===== src/rtl/riscv_issue.sv =====
// Instruction issue unit: upstream FIFO feeding a one-per-cycle issue port,
// with an in-order scoreboard that checks every returned ack against what was issued.
module riscv_issue #(
  parameter int REG_WIDTH       = 5,
  parameter int OP_WIDTH        = 7,
  parameter int QUEUE_DEPTH     = 4,
  parameter int MAX_OUTSTANDING = 4
) (
  input  logic                               clk,
  input  logic                               reset_n,
  input  logic                               in_valid,
  output logic                               in_ready,
  input  logic [REG_WIDTH-1:0]               in_rs0,
  input  logic [REG_WIDTH-1:0]               in_rs1,
  input  logic [REG_WIDTH-1:0]               in_rd,
  input  logic [OP_WIDTH-1:0]                in_opcode,
  output logic                               valid,
  output logic [REG_WIDTH-1:0]               rs0,
  output logic [REG_WIDTH-1:0]               rs1,
  output logic [REG_WIDTH-1:0]               rd,
  output logic [OP_WIDTH-1:0]                opcode,
  input  logic                               ack,
  input  logic [REG_WIDTH-1:0]               rs0_out,
  input  logic [REG_WIDTH-1:0]               rs1_out,
  input  logic [REG_WIDTH-1:0]               rd_out,
  input  logic [OP_WIDTH-1:0]                opcode_out,
  output logic [$clog2(MAX_OUTSTANDING+1)-1:0] outstanding,
  output logic [15:0]                        done_count,
  output logic                               err_mismatch,
  output logic                               err_spurious,
  output logic                               idle
);

  localparam int IW  = 3 * REG_WIDTH + OP_WIDTH;
  localparam int QAW = (QUEUE_DEPTH > 1) ? $clog2(QUEUE_DEPTH) : 1;
  localparam int QCW = $clog2(QUEUE_DEPTH + 1);
  localparam int SAW = (MAX_OUTSTANDING > 1) ? $clog2(MAX_OUTSTANDING) : 1;
  localparam int SCW = $clog2(MAX_OUTSTANDING + 1);

  // Pointers wrap explicitly so a single-entry scoreboard never leaves slot 0.
  function automatic logic [QAW-1:0] q_inc(input logic [QAW-1:0] p);
    return (p == QAW'(QUEUE_DEPTH - 1)) ? '0 : p + QAW'(1);
  endfunction

  function automatic logic [SAW-1:0] sb_inc(input logic [SAW-1:0] p);
    return (p == SAW'(MAX_OUTSTANDING - 1)) ? '0 : p + SAW'(1);
  endfunction

  logic [IW-1:0]  q_mem  [QUEUE_DEPTH];
  logic [IW-1:0]  sb_mem [MAX_OUTSTANDING];

  logic [QAW-1:0] q_wr_q, q_wr_d, q_rd_q, q_rd_d;
  logic [QCW-1:0] q_cnt_q, q_cnt_d;
  logic [SAW-1:0] sb_wr_q, sb_wr_d, sb_rd_q, sb_rd_d;
  logic [SCW-1:0] sb_cnt_q, sb_cnt_d;
  logic           valid_q, valid_d;
  logic [IW-1:0]  iss_q, iss_d;
  logic [15:0]    done_q, done_d;
  logic           mis_q, mis_d, spur_q, spur_d;

  logic           push, issue, ack_hit, ack_match;
  logic [IW-1:0]  in_instr, ret_instr;

  assign in_instr  = {in_rs0, in_rs1, in_rd, in_opcode};
  assign ret_instr = {rs0_out, rs1_out, rd_out, opcode_out};

  // Ready depends only on the registered count; a same-cycle pop does not open a slot.
  assign in_ready  = (q_cnt_q != QCW'(QUEUE_DEPTH));
  assign push      = in_valid && in_ready;
  assign issue     = (q_cnt_q != '0) && (sb_cnt_q < SCW'(MAX_OUTSTANDING));
  assign ack_hit   = ack && (sb_cnt_q != '0);
  assign ack_match = (ret_instr == sb_mem[sb_rd_q]);

  always_comb begin
    q_wr_d   = push  ? q_inc(q_wr_q)   : q_wr_q;
    q_rd_d   = issue ? q_inc(q_rd_q)   : q_rd_q;
    q_cnt_d  = q_cnt_q + QCW'(push) - QCW'(issue);
    sb_wr_d  = issue   ? sb_inc(sb_wr_q) : sb_wr_q;
    sb_rd_d  = ack_hit ? sb_inc(sb_rd_q) : sb_rd_q;
    sb_cnt_d = sb_cnt_q + SCW'(issue) - SCW'(ack_hit);
    valid_d  = issue;
    iss_d    = issue ? q_mem[q_rd_q] : '0;
    done_d   = (ack_hit && ack_match) ? done_q + 16'd1 : done_q;
    mis_d    = mis_q  || (ack_hit && !ack_match);
    spur_d   = spur_q || (ack && (sb_cnt_q == '0));
  end

  // Storage arrays carry no reset; validity is tracked by the pointers and counts.
  always_ff @(posedge clk) begin
    if (push)  q_mem[q_wr_q]   <= in_instr;
    if (issue) sb_mem[sb_wr_q] <= q_mem[q_rd_q];
  end

  always_ff @(posedge clk or negedge reset_n) begin
    if (!reset_n) begin
      q_wr_q   <= '0;
      q_rd_q   <= '0;
      q_cnt_q  <= '0;
      sb_wr_q  <= '0;
      sb_rd_q  <= '0;
      sb_cnt_q <= '0;
      valid_q  <= 1'b0;
      iss_q    <= '0;
      done_q   <= '0;
      mis_q    <= 1'b0;
      spur_q   <= 1'b0;
    end else begin
      q_wr_q   <= q_wr_d;
      q_rd_q   <= q_rd_d;
      q_cnt_q  <= q_cnt_d;
      sb_wr_q  <= sb_wr_d;
      sb_rd_q  <= sb_rd_d;
      sb_cnt_q <= sb_cnt_d;
      valid_q  <= valid_d;
      iss_q    <= iss_d;
      done_q   <= done_d;
      mis_q    <= mis_d;
      spur_q   <= spur_d;
    end
  end

  assign valid                  = valid_q;
  assign {rs0, rs1, rd, opcode} = iss_q;
  assign outstanding            = sb_cnt_q;
  assign done_count             = done_q;
  assign err_mismatch           = mis_q;
  assign err_spurious           = spur_q;
  assign idle                   = (q_cnt_q == '0) && (sb_cnt_q == '0);

endmodule


===== config.mk =====
export PLATFORM = sky130hd
export DESIGN_NAME = riscv_issue
export DESIGN_NICKNAME = d
export VERILOG_FILES = /design/src/rtl/riscv_issue.sv
export SDC_FILE = /design/constraint.sdc
export NUM_CORES = 1
export LEC_CHECK = 0
export CAP_MARGIN = 15
export CORE_UTILIZATION = 45
export DETAILED_ROUTE_END_ITERATION = 16
export PLACE_DENSITY = 0.68
export SLEW_MARGIN = 0
export SYNTH_ARGS = -nofsm -noshare
export SYNTH_HDL_FRONTEND = slang
export SYNTH_SLANG_ARGS = --single-unit

===== constraint.sdc =====
create_clock -name clk -period 2.6 [get_ports clk]
set_input_delay 0.39 -clock clk [delete_from_list [all_inputs] [get_ports clk]]
set_output_delay 0.39 -clock clk [all_outputs]
set_load 0.005 [all_outputs]

==> reports/metrics.json <==
{
  "power.density_cell_area_nw_per_um2": 1120,
  "io_buffer_count": 93,
  "cts-htree-levels": 1,
  "ys_seq_frac": 0.731,
  "setup.worst_path.start_class": "register",
  "synthesis.instances": 463,
  "detailroute.via_count": 4444,
  "place.detailed.hpwl_mm": 10.8,
  "diodes": 0,
  "clk_transition_reported_paths_ns": 0.06,
  "post_route_total_power_mw": 12.6,
  "rsz_0062_raised_after_global_routing": "false",
  "initial_core_util": 0.464,
  "slowest_delay_ns": 0.54,
  "yosysChipArea_um2": 9120,
  "outcome": "completed",
  "rows": 51,
  "cts_num_sinks": 231,
  "worst-setup-path-type": "register to register",
  "avgViaCountPerCell": 5.11,
  "hold_ws_ns": 0.460,
  "drc": 0,
  "lay_top_count": "sky130_fd_sc_hd__edfxtp_1",
  "finalNetCount": 653,
  "most-common-layout-cells": "sky130_fd_sc_hd__edfxtp_1 (176), sky130_fd_sc_hd__clkdlybuf4s50_1 (92), sky130_fd_sc_hd__dfrtp_1 (54)",
  "average_cell_area_after_synthesis_um2": 19.7,
  "cts.path.max_buffers": 3,
  "cts_root_buf": "sky130_fd_sc_hd__clkbuf_16",
  "die_w_um": 144,
  "ys_async_sr_fraction": 0.238,
  "wl_per_cell_um": 19.1,
  "cp.arrival_ns": 2.88,
  "drive_above_1_share": 0.203,
  "cts_made_buffers": 23,
  "finalSetupTns_ns": 0,
  "drt_first_iter_violations": 233,
  "overall_global_routing_usage": 0.167,
  "antenna_violations_before_repair": 0,
  "globalRouteOverflowTotal": 0,
  "worstHoldPathType": "register to register",
  "total_wire_length_mm": 16.7,
  "cts_tree": "built",
  "post_synth_num_cell_types": 37,
  "grt_first_pass_wirelength_mm": 25.7,
  "fmax_ghz": 0.402,
  "top_regs": "q_mem: 88 flops, sb_mem: 88 flops, iss_q: 22 flops",
  "peak_vdd_ir_v": 0.000533,
  "floorplan.die_area_um2": 20800,
  "critical_path.endpoint_type": "register",
  "core_area_um2": 19700,
  "grt_start_max_net_pins": 32,
  "log.warning_count": 32,
  "cts_post_setup_buffers_inserted": 0
}
## cells in the mapped netlist, types with 2 or more instances
library cell / n / area, µm²
sky130_fd_sc_hd__edfxtp_1: 176 / 5290
sky130_fd_sc_hd__dfrtp_1: 55 / 1380
sky130_fd_sc_hd__mux4_2: 43 / 968
sky130_fd_sc_hd__xnor2_1: 34 / 298
sky130_fd_sc_hd__and2_1: 28 / 175
sky130_fd_sc_hd__ha_1: 15 / 188
sky130_fd_sc_hd__inv_1: 13 / 48.8
sky130_fd_sc_hd__nand2_1: 11 / 41.3
sky130_fd_sc_hd__nand3_2: 9 / 90.1
sky130_fd_sc_hd__nand4_1: 9 / 56.3
sky130_fd_sc_hd__nor3_1: 9 / 45.0
sky130_fd_sc_hd__clkbuf_1: 8 / 30.0
sky130_fd_sc_hd__and3_1: 7 / 43.8
sky130_fd_sc_hd__xnor2_2: 5 / 81.3
sky130_fd_sc_hd__a21o_1: 4 / 30.0
sky130_fd_sc_hd__buf_1: 4 / 15.0
sky130_fd_sc_hd__mux2_2: 3 / 33.8
sky130_fd_sc_hd__nand3_1: 3 / 15.0
sky130_fd_sc_hd__nor2_1: 3 / 11.3
sky130_fd_sc_hd__and4_1: 2 / 17.5
sky130_fd_sc_hd__buf_6: 2 / 22.5
sky130_fd_sc_hd__fa_1: 2 / 40.0
sky130_fd_sc_hd__nand4_2: 2 / 25.0
sky130_fd_sc_hd__o21ai_0: 2 / 10.0
sky130_fd_sc_hd__xor2_1: 2 / 17.5
## cells by family after synthesis
family	Yosys count	share of synthesized area
muxes	48	0.114
xor gates and xnor gates	41	0.0435
and+or+nand+nor	89	0.0649
AOI/OAI and AO/OA	7	0.00535
DFF	231	0.731
buffers and inverters	30	0.0163
adders and majority gates	17	0.0250
## layout make-up
class                           count  area [µm²]
Fill cell                        1493        8380
Sequential cell                   231        6660
Multi-Input combinational cell    202        2320
Timing Repair Buffer              117        1190
Clock buffer                       31         606
Tap cell                          265         332
Clock inverter                     11         115
Inverter                           13        48.8
## path summary, 6_finish.rpt
check / to / cells after the start / startpoint / slack, ns
setup / recovery: done_count[5] / 9 / sb_rd_q[0] / 0.11
hold / removal: err_mismatch / 1 / err_mismatch / 0.46
setup reg to reg: done_count[5] / 9 / sb_rd_q[0] / 0.11
hold reg to reg: err_mismatch / 1 / err_mismatch / 0.46
max in group asynchronous: sb_rd_q[0] / 3 / reset_n / 1.51
min in group asynchronous: done_count[13] / 2 / reset_n / 0.48
## through the flow
| stage | instances | setup WS, ns |
|---|---|---|
| after detailed placement | 825 | -0.0398 |
| after global placement | 825 | -0.00546 |
| after global routing | 870 | 0.00245 |
| after CTS | 868 | 0.000117 |
| final | 870 | 0.113 |
| after floorplan | 463 | 0.155 |
## power breakdown
group	leakage, nW	internal, mW	switching, mW
Combinational	1.35	1.88	1.96
Clock	0.353	1.84	1.32
Sequential	2.32	5.31	0.318
## per-layer routing
metal	part of all wire	up-vias	track usage
li1	-	2033	-
met1	0.43	2275	0.230
met2	0.50	121	0.279
met3	0.052	15	0.0258
met4	0.012	0	0.0393
met5	0	-	0
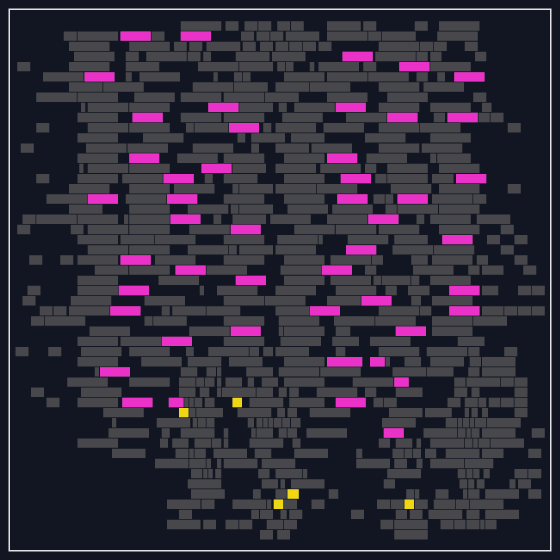
*Selected gate families*
[AND-OR and OR-AND gates] yellow | cells: 5 | where: bottom middle
[multiplexers] magenta | cells: 48

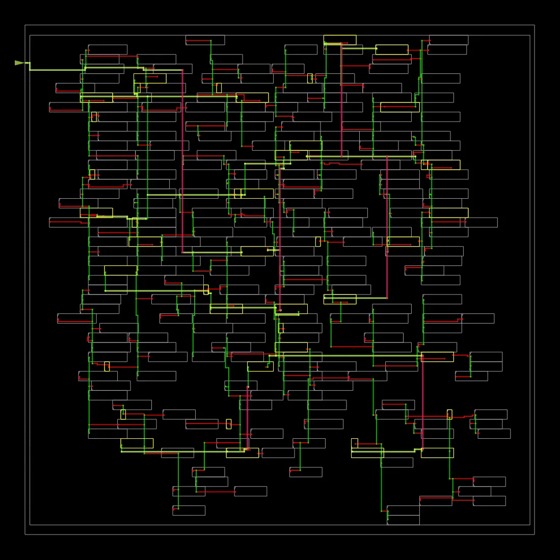
*The clock network*
layout sequential cell count: 231
tally of clock buffers in the finished layout: 31
clock insertion delay at the later pin of the skew report: 0.52 ns
Power Clock: 3.17 mW

Power is estimated from default activity; no workload was simulated.
